$ cat src/rtl/lm_sm_sequencer.sv
// lm_sm_sequencer: multi-cycle controller for LM/SM (load/store multiple).
// Walks the register mask from the lowest index upward and issues one memory
// access per set bit. It drives the register-file write port (LM) or read
// port (SM) and stalls the upstream pipeline while a sequence is in flight.
module lm_sm_sequencer #(
  parameter int DATA_W  = 16,
  parameter int NREG    = 8,
  parameter int RADDR_W = 3
) (
  input  logic               clk,
  input  logic               rst,
  input  logic               start,
  input  logic               is_load,
  input  logic [NREG-1:0]    reg_mask,
  input  logic [DATA_W-1:0]  base_addr,
  input  logic               mem_ready,
  input  logic [DATA_W-1:0]  mem_rd_data,
  input  logic [DATA_W-1:0]  rf_read_data,
  output logic [DATA_W-1:0]  mem_addr,
  output logic               mem_rd_en,
  output logic               mem_wr_en,
  output logic [DATA_W-1:0]  mem_wr_data,
  output logic [RADDR_W-1:0] rf_read_addr,
  output logic               rf_write_en,
  output logic [RADDR_W-1:0] rf_write_dest,
  output logic [DATA_W-1:0]  rf_write_data,
  output logic               busy,
  output logic               stall,
  output logic               done
);

  // The highest register index is the PC; LM never writes it back.
  localparam logic [RADDR_W-1:0] PC_IDX = RADDR_W'(NREG - 1);

  typedef enum logic [1:0] {
    ST_IDLE   = 2'd0,
    ST_ACCESS = 2'd1,
    ST_DONE   = 2'd2
  } state_t;

  state_t state;
  state_t state_next;

  logic                is_load_q;
  logic [NREG-1:0]     mask_q;
  logic [DATA_W-1:0]   addr_q;
  logic [RADDR_W-1:0]  cur_q;

  logic [NREG-1:0]     mask_rest;
  logic [RADDR_W-1:0]  cur_first;
  logic [RADDR_W-1:0]  cur_next;
  logic                accept;
  logic                step;

  // Index of the lowest set bit; an empty mask returns 0, but callers only
  // use the result when at least one bit is set.
  function automatic logic [RADDR_W-1:0] lowest_set(input logic [NREG-1:0] m);
    logic [RADDR_W-1:0] idx;
    idx = '0;
    for (int i = NREG - 1; i >= 0; i--) begin
      if (m[i]) idx = RADDR_W'(i);
    end
    return idx;
  endfunction

  // Mask bookkeeping: what remains after the current access and where to go next.
  always_comb begin
    mask_rest = mask_q & ~(NREG'(1) << cur_q);
    cur_first = lowest_set(reg_mask);
    cur_next  = lowest_set(mask_rest);
    accept    = (state == ST_IDLE) && start;
    step      = (state == ST_ACCESS) && mem_ready;
  end

  // State register; reset drops straight back to IDLE without a done pulse.
  always_ff @(posedge clk or posedge rst) begin
    if (rst) begin
      state <= ST_IDLE;
    end else begin
      state <= state_next;
    end
  end

  // Next-state logic: start is only honoured in IDLE, DONE always returns to IDLE.
  always_comb begin
    state_next = state;
    case (state)
      ST_IDLE: begin
        if (start) begin
          state_next = (reg_mask == '0) ? ST_DONE : ST_ACCESS;
        end
      end
      ST_ACCESS: begin
        if (mem_ready && (mask_rest == '0)) begin
          state_next = ST_DONE;
        end
      end
      ST_DONE: begin
        state_next = ST_IDLE;
      end
      default: begin
        state_next = ST_IDLE;
      end
    endcase
  end

  // Sequence registers: latch the request on accept, advance on each completed access.
  always_ff @(posedge clk or posedge rst) begin
    if (rst) begin
      is_load_q <= 1'b0;
      mask_q    <= '0;
      addr_q    <= '0;
      cur_q     <= '0;
    end else if (accept) begin
      is_load_q <= is_load;
      mask_q    <= reg_mask;
      addr_q    <= base_addr;
      cur_q     <= cur_first;
    end else if (step) begin
      mask_q    <= mask_rest;
      addr_q    <= addr_q + DATA_W'(1);
      cur_q     <= cur_next;
    end
  end

  // Output decode; addresses and enables are only driven during ACCESS.
  always_comb begin
    mem_addr      = '0;
    mem_rd_en     = 1'b0;
    mem_wr_en     = 1'b0;
    rf_read_addr  = '0;
    rf_write_en   = 1'b0;
    rf_write_dest = '0;
    busy          = 1'b0;
    done          = 1'b0;
    case (state)
      ST_ACCESS: begin
        mem_addr      = addr_q;
        mem_rd_en     = is_load_q;
        mem_wr_en     = ~is_load_q;
        rf_read_addr  = cur_q;
        rf_write_dest = cur_q;
        rf_write_en   = is_load_q && mem_ready && (cur_q != PC_IDX);
        busy          = 1'b1;
      end
      ST_DONE: begin
        busy = 1'b1;
        done = 1'b1;
      end
      default: begin
      end
    endcase
    stall         = busy | (start && (state == ST_IDLE));
    mem_wr_data   = rf_read_data;
    rf_write_data = mem_rd_data;
  end

endmodule

$ cat config.mk
export PLATFORM = sky130hd
export DESIGN_NAME = lm_sm_sequencer
export DESIGN_NICKNAME = d
export VERILOG_FILES = /design/src/rtl/lm_sm_sequencer.sv
export SDC_FILE = /design/constraint.sdc
export NUM_CORES = 1
export LEC_CHECK = 0
export CORE_MARGIN = 1
export CORE_UTILIZATION = 40
export CTS_CLUSTER_SIZE = 28
export DETAILED_ROUTE_END_ITERATION = 8
export GPL_ROUTABILITY_DRIVEN = 0
export GPL_TIMING_DRIVEN = 0
export PLACE_DENSITY = 0.85
export SKIP_CTS_REPAIR_TIMING = 1
export SLEW_MARGIN = 20
export SYNTH_ARGS = -nofsm -noshare
export SYNTH_HDL_FRONTEND = slang
export SYNTH_SLANG_ARGS = --single-unit
$ cat constraint.sdc
create_clock -name clk -period 2.1 [get_ports clk]
set_clock_uncertainty 0.15 [all_clocks]
set_input_delay 0.42 -clock clk [delete_from_list [all_inputs] [get_ports clk]]
set_output_delay 0.42 -clock clk [all_outputs]
set_load 0.01 [all_outputs]
### Where the registers sit, run 1

Scale bar: 20 µm. Other sequential cells in the stronger grey, the rest of the logic in the fainter grey.
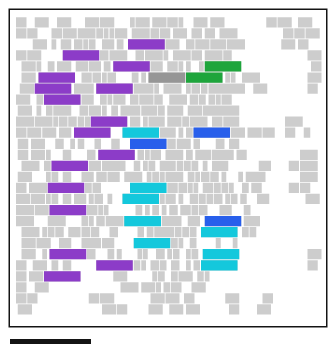
- `addr_q`: purple (flops 16)
- `cur_q`: blue (flops 3)
- `state`: green (flops 2)
- `mask_q`: cyan (flops 8)
- not coloured: 1
register area: 751 µm²
sequential power: 1.15 mW
Core Util, Final: 64.1%
Seq area share: 21.1%

### Routing congestion, run 1

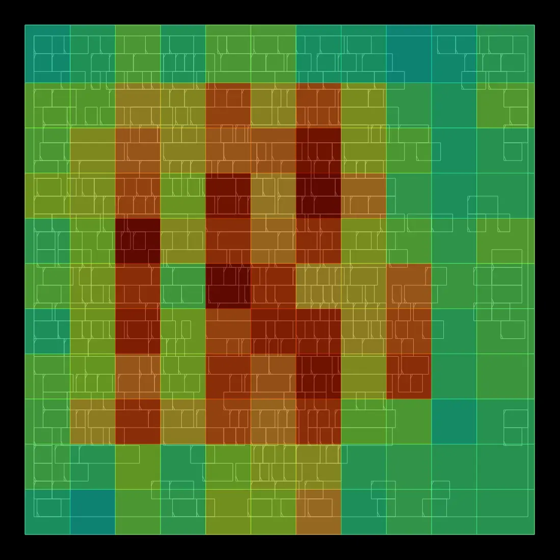
GR Layer Usage met2: 35.5%
met1 Track Usage GR: 23.7%
GRT Max-Usage Layer: met2
total track usage: 20.6%

### Signal wires on met4, run 1

Scale bar: 20 µm.
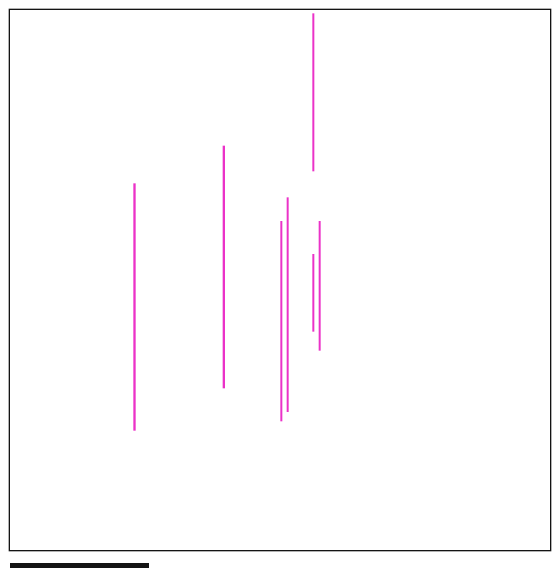
- longest straight run: 35.4 µm
- wire length on this layer: 181 µm
- share of all routed wire: 2.8%
via count: 2380
Detailed Route WL: 6490 µm

==> results_dict.tcl, run 1 <==
# implementation run metrics
set metrics [dict create \
    hpwlAfterDp_um 4700 \
    drt_pass1_iterations 4 \
    fin_nets 455 \
    hold_start "is_load_q" \
    holdPathEnd "is_load_q" \
    r2r-start "state[1]" \
    power_mw 3.88 \
    antenna_left 0 \
    maxSlewViolCount 0 \
    io-pin-count 121 \
    clock_path_buffers 2 \
    final.period_utilization_pct 102 \
    grt_pass1_vias 2158 \
    n_antenna_cell 0 \
    warnings 29 \
    ys_chip_area_um2 2300 \
    status "finished, violations left" \
    rows 27 \
    synth_cell_types 42 \
    numSynthFlops 30 \
    drv_cap 0 \
    min_path_cells 2 \
    setup_ws_ns -0.0519 \
    grt_pass1_wl_um 9830 \
    coreArea_um2 5540 \
    clockRootBuffer "clkbuf_8" \
    floorplan.core_util_pct 41.5 \
    place_area_um2 3270 \
    fp_nets 353 \
    clkSinkCount 30 \
    area_leaders "dfrtp_1 (33%), buf_4 (12%), o21ai_0 (8.1%), nand2_1 (6.9%), and2_1 (6.0%)" \
    arrival_ns 1.58 \
    numPortBuffers 88 \
    die-area_um2 6060 \
    synthCells 288 \
    r2r_end "addr_q[11]" \
    rsz0062_at_grt "true" \
    holdCritPathClass "reg -> reg" \
    fmax_ghz 0.465 \
    wl_per_cell_um 14.0 \
    cp.required_ns 1.53 \
    synth.largest_area_cell "dfrtp_1" \
    cts_tree "done" \
    grt_max_degree 31 \
    top_area_share_pct 32.6 \
    worst-setup-path-type "reg -> out" \
    setup_violations 1 \
    start_kind "flop" \
    fin_crit_ns 2.15 \
    synthToLayoutAreaGrowth_pct 54.5 \
    drc_errors 0 \
    cts_buffers 5 \
    drt-initial-drc-count 117 \
    tightestPinTransition_ns 0.649 \
    detail_route.vias_per_cell 5.14 \
    netlist_area_um2 2300 \
    antenna_found_initial 0 \
    worst_ir_drop_vdd_mv 0.720 \
    crit_path_max_fanout 5 \
    path_clk_slew_ns 0.07 \
    dieHeight_um 77.8 \
    reg2reg_slack_ns 0.10 \
    clock_latency_ns 0.28 \
    p_leak_nw 1.87 \
    powerDensity_nw_per_um2 1090 \
    worstRegToRegCells 7 \
    gr-total-overflow 0 \
    max_slew_margin_pct 56.6 \
    synth_seq_share_pct 32.6 \
    hold_violations 0 \
    place_ws_ns -0.486 \
    fin_tns_setup_ns -0.0519 \
    failed_checks "setup timing" \
    drive_above_1_share_pct 20.7 \
    die_w_um 77.8 \
    synth_stat.cells 288 \
    synth.avg_cell_area_um2 7.99 \
    htreeDepth 2 \
    end_kind "primary output" \
    final_area_um2 3550 \
    yosys_warnings 0 \
]
## run 1: worst max path at each step
stage / start / cells after the start / slack (ns) / endpoint
detailed placement: mem_ready / 5 / -0.49 / rf_write_en
global placement: mem_ready / 5 / -0.46 / rf_write_en
finish: state[1] / 7 / -0.05 / rf_write_en
global route: state[1] / 7 / -0.10 / rf_write_en
floorplan: state[1] / 7 / 0.26 / addr_q[11]
CTS: state[1] / 6 / -0.74 / rf_write_dest[2]
## run 1: stage by stage
stage	hold WS, ns	std cells
5_1_grt	0.453	463
4_1_cts	0.389	456
6_report	0.409	463
3_3_place_gp	0.358	448
2_1_floorplan	0.325	288
3_5_place_dp	0.372	448
## run 1: where the power goes
group          total (mW)  switching, mW  internal (mW)
registers            1.15          0.297          0.857
logic                2.23           1.11           1.12
clock network       0.490          0.226          0.264
total                3.88           1.64           2.24
## run 1: layout make-up
cell class              instances  area, µm²
fillers                       465       1990
multi-input cells             199       1230
repair buffers                 96       1000
flip-flops and latches         30        751
plain buffers                  49        358
well taps                      72       90.1
clock buffers                   7       86.3
inverters                       9       33.8
clock inverters                 1       5.00
## run 1: cells in the mapped netlist (all sizes together)
cell / count
nor2: 9
o221ai: 1
nand4: 4
nand2b: 6
nand3b: 1
inv: 9
a32o: 1
o31ai: 1
o21ai: 38
xor2: 12
a2111oi: 1
o311ai: 1
dfrtp: 30
ha: 4
a21oi: 11
o21bai: 1
and2: 22
nor4bb: 1
or3: 1
nand2: 42
nor3: 8
nor2b: 3
nor4: 3
nor3b: 2
nand3: 8
xnor2: 3
clkbuf: 10
and3: 5
a211oi: 3
nand4bb: 1
or2: 2
o211ai: 1
a31oi: 2
nor4b: 1
buf: 40
## run 1: routing by layer
layer | up-vias | share of wire [%] | global-route usage [%]
met5 | - | 0 | 0
met4 | 0 | 2.8 | 11.1
met3 | 15 | 6.4 | 4.35
met2 | 112 | 50 | 35.5
met1 | 1104 | 41 | 23.7
li1 | 1149 | - | -
## run 1: worst max-delay path: stages, from the launching register on
cell and delay [ns]:
dfrtp_1 0.39, inv_2 0.11, ha_4 0.18, buf_6 0.11, and2_4 0.13, buf_6 0.10, and3_4 0.18, buf_6 0.10
## run 1: cells in the final DEF (no fill, tap or decap), types with 2 or more instances in the layout
cell type         n
clkdlybuf4s50_1  60
buf_4            46
nand2_1          41
o21ai_0          37
dfrtp_1          30
dlymetal6s2s_1   25
and2_1           18
xor2_1           12
a21oi_1          11
nor2_1            8
nand3_1           8
nor3_1            7
clkbuf_1          7
inv_1             6
buf_6             6
clkbuf_8          6
nand2b_1          5
and3_1            4
and2_4            4
nand4_1           4
inv_2             3
nor4_1            3
nor2b_1           3
a211oi_1          3
xnor2_1           3
clkbuf_2          2
a31oi_1           2
ha_1              2
ha_4              2
## run 1: flip-flops by register name, indices dropped and copies added, names as in the netlist
name / cells
cur_q: 3
state: 2
addr_q: 16
mask_q: 8
is_load_q: 1
## run 1: kinds of logic (layout without fill, tap and decap cells)
kind of cell	count (synthesis)	count (layout)	synth area share, %
AND-OR/OR-AND	61	61	15.2
flip-flops	30	30	32.6
buffers and inverters	59	162	16.4
AND/OR/NAND/NOR	119	119	27.9
adder cells (fa/ha/maj)	4	4	2.18
XOR/XNOR	15	15	5.71
### Gate families picked out, run 1

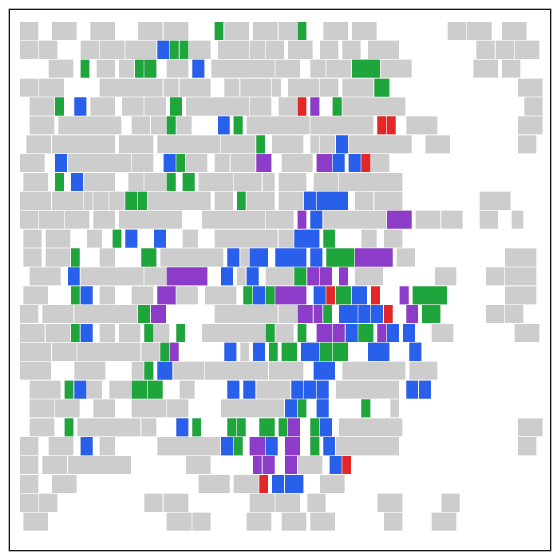

--- run 2 (diff from run 1) ---
Settings changed: CORE_UTILIZATION 40 to 43, PLACE_DENSITY 0.85 to 0.95.
Clock period 2.1 ns to 2.75 ns, I/O delays scaled along.
### Gate families picked out, run 2

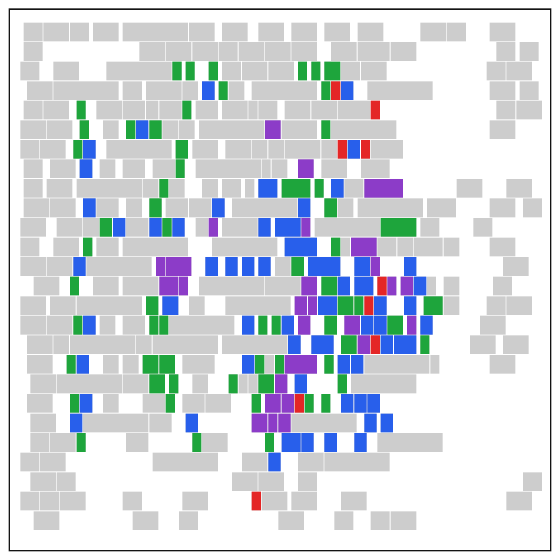
- NAND gates: green (cells 62; most used nand2_1)
- inverting AOI/OAI gates: blue (cells 60; most used o21ai_0)
- inverters: red (cells 9; most used inv_1)
- NOR gates: purple (cells 27; most used nor2_1; where centre)
most used logic cell in the final layout: clkdlybuf4s50_1
Comb area share: 35.0%
Layout Cells excl Fill: 454

==> run 2 against run 1 <==
Compared with the run above: the run now ends clean; worst hold slack got worse by 0.020 ns; first-iteration DRC count rose by 66%; core utilization increased by 1.7 points; wire length decreased by 1.1%; global-route usage rose by 2.7 points; clock-buffer cell count is the same; total power down 26%; critical path type is now in -> out; largest cell class unchanged; largest power group unchanged.
==> results_dict.tcl, run 2 <==
# implementation run metrics
set metrics [dict create \
    detail_route.vias_per_cell 5.30 \
    end_kind "primary output" \
    synthToLayoutAreaGrowth_pct 47.1 \
    setup_violations 0 \
    ys_async_sr_fraction_pct 100 \
    fmax_ghz 0.372 \
    numPortBuffers 88 \
    largest_reg_flops 16 \
    hold_start "is_load_q" \
    top_regs "addr_q x16, mask_q x8, cur_q x3" \
    clockRootBuffer "clkbuf_8" \
    nFillCells 428 \
    fin_crit_ns 2.69 \
    r2r-start "state[1]" \
    die_w_um 75.1 \
    n_antenna_cell 0 \
    synth.avg_cell_area_um2 7.99 \
    synth_cell_types 42 \
    holdWs_ns 0.389 \
    rows 26 \
    cp.required_ns 2.05 \
    drt_pass1_iterations 5 \
    antenna_found_initial 0 \
    p_seq_share_pct 30.6 \
    hpwlAfterDp_um 4820 \
    gr-total-overflow 0 \
    netlist_area_um2 2300 \
    powerDensity_nw_per_um2 853 \
    top_register "addr_q" \
    max_slew_margin_pct 57.1 \
    top_area_share_pct 32.6 \
    startpoint "start" \
    warnings 28 \
    num_vias 2405 \
    status "finished clean" \
    p_int_mw 1.66 \
    drt-initial-drc-count 194 \
    synth.area.mux_share_pct 0 \
    synth_seq_share_pct 32.6 \
    synth.largest_area_cell "dfrtp_1" \
    drc_errors 0 \
    coreArea_um2 5140 \
    grt_pass1_vias 2255 \
    ys_top_logic_family "simple AND/OR/NAND/NOR gates" \
    ys_top_cells_by_count "nand2_1 (42), buf_4 (37), o21ai_0 (37)" \
    crit_path_max_fanout 7 \
]
-- run 2: cell counts after synthesis --
Identical to the previous run, type by type.
-- run 2: cell families (layout without fill, tap and decap cells) --
logic type | Yosys count | in the layout
buffers and inverters | 59 | 155
XOR/XNOR | 15 | 15
AND/OR/NAND/NOR | 119 | 119
AND-OR/OR-AND | 61 | 61
flip-flops | 30 | 30
adder cells (fa/ha/maj) | 4 | 4
-- run 2: stage by stage --
stage               cells  area [µm²]
global placement      446        3270
CTS                   454        3360
floorplan             288        2300
global route          454        3380
finish                454        3380
detailed placement    446        3270
-- run 2: worst max-delay path, stage by stage --
cell             delay (ns)
clkdlybuf4s50_1        0.54
nand2_1                0.23
nand2b_1               0.13
clkdlybuf4s50_1        0.53
-- run 2: worst paths after layout --
kind	to	depth (start not counted)	slack [ns]
worst max register to register	addr_q[12]	9	0.62
min in group asynchronous	state[1]	2	0.52
worst min-delay path	is_load_q	2	0.39
worst max-delay path	stall	4	0.06
max in group asynchronous	addr_q[12]	2	1.50
worst min register to register	is_load_q	2	0.39
-- run 2: final cells by class --
cell class                      instances  area [µm²]  share of cell area, %
Buffer                                 50         350                   10.4
Clock buffer                            7        86.3                   2.55
Clock inverter                          1        5.00                  0.148
Inverter                                9        33.8                  0.999
Multi-Input combinational cell        199        1180                   35.0
Sequential cell                        30         751                   22.2
Tap cell                               70        87.6                   2.59
Timing Repair Buffer                   88         883                   26.1
-- run 2: routing by layer --
metal	wire, µm	part of all wire (%)	GRT usage (%)
met4	129	2.0	8.44
met1	2400	37	27.4
met5	0	0	0
met3	555	8.6	5.09
met2	3340	52	41.9
-- run 2: power groups by stage --
stage	Sequential (mW)	Clock [mW]	Combinational, mW
floorplan	0.813	0	1.03
global placement	0.859	0	1.52
detailed placement	0.880	0	1.58
CTS	0.871	0.376	1.60
global route	0.913	0.400	1.79
finish	0.883	0.371	1.63
Power is estimated from default activity; no workload was simulated.
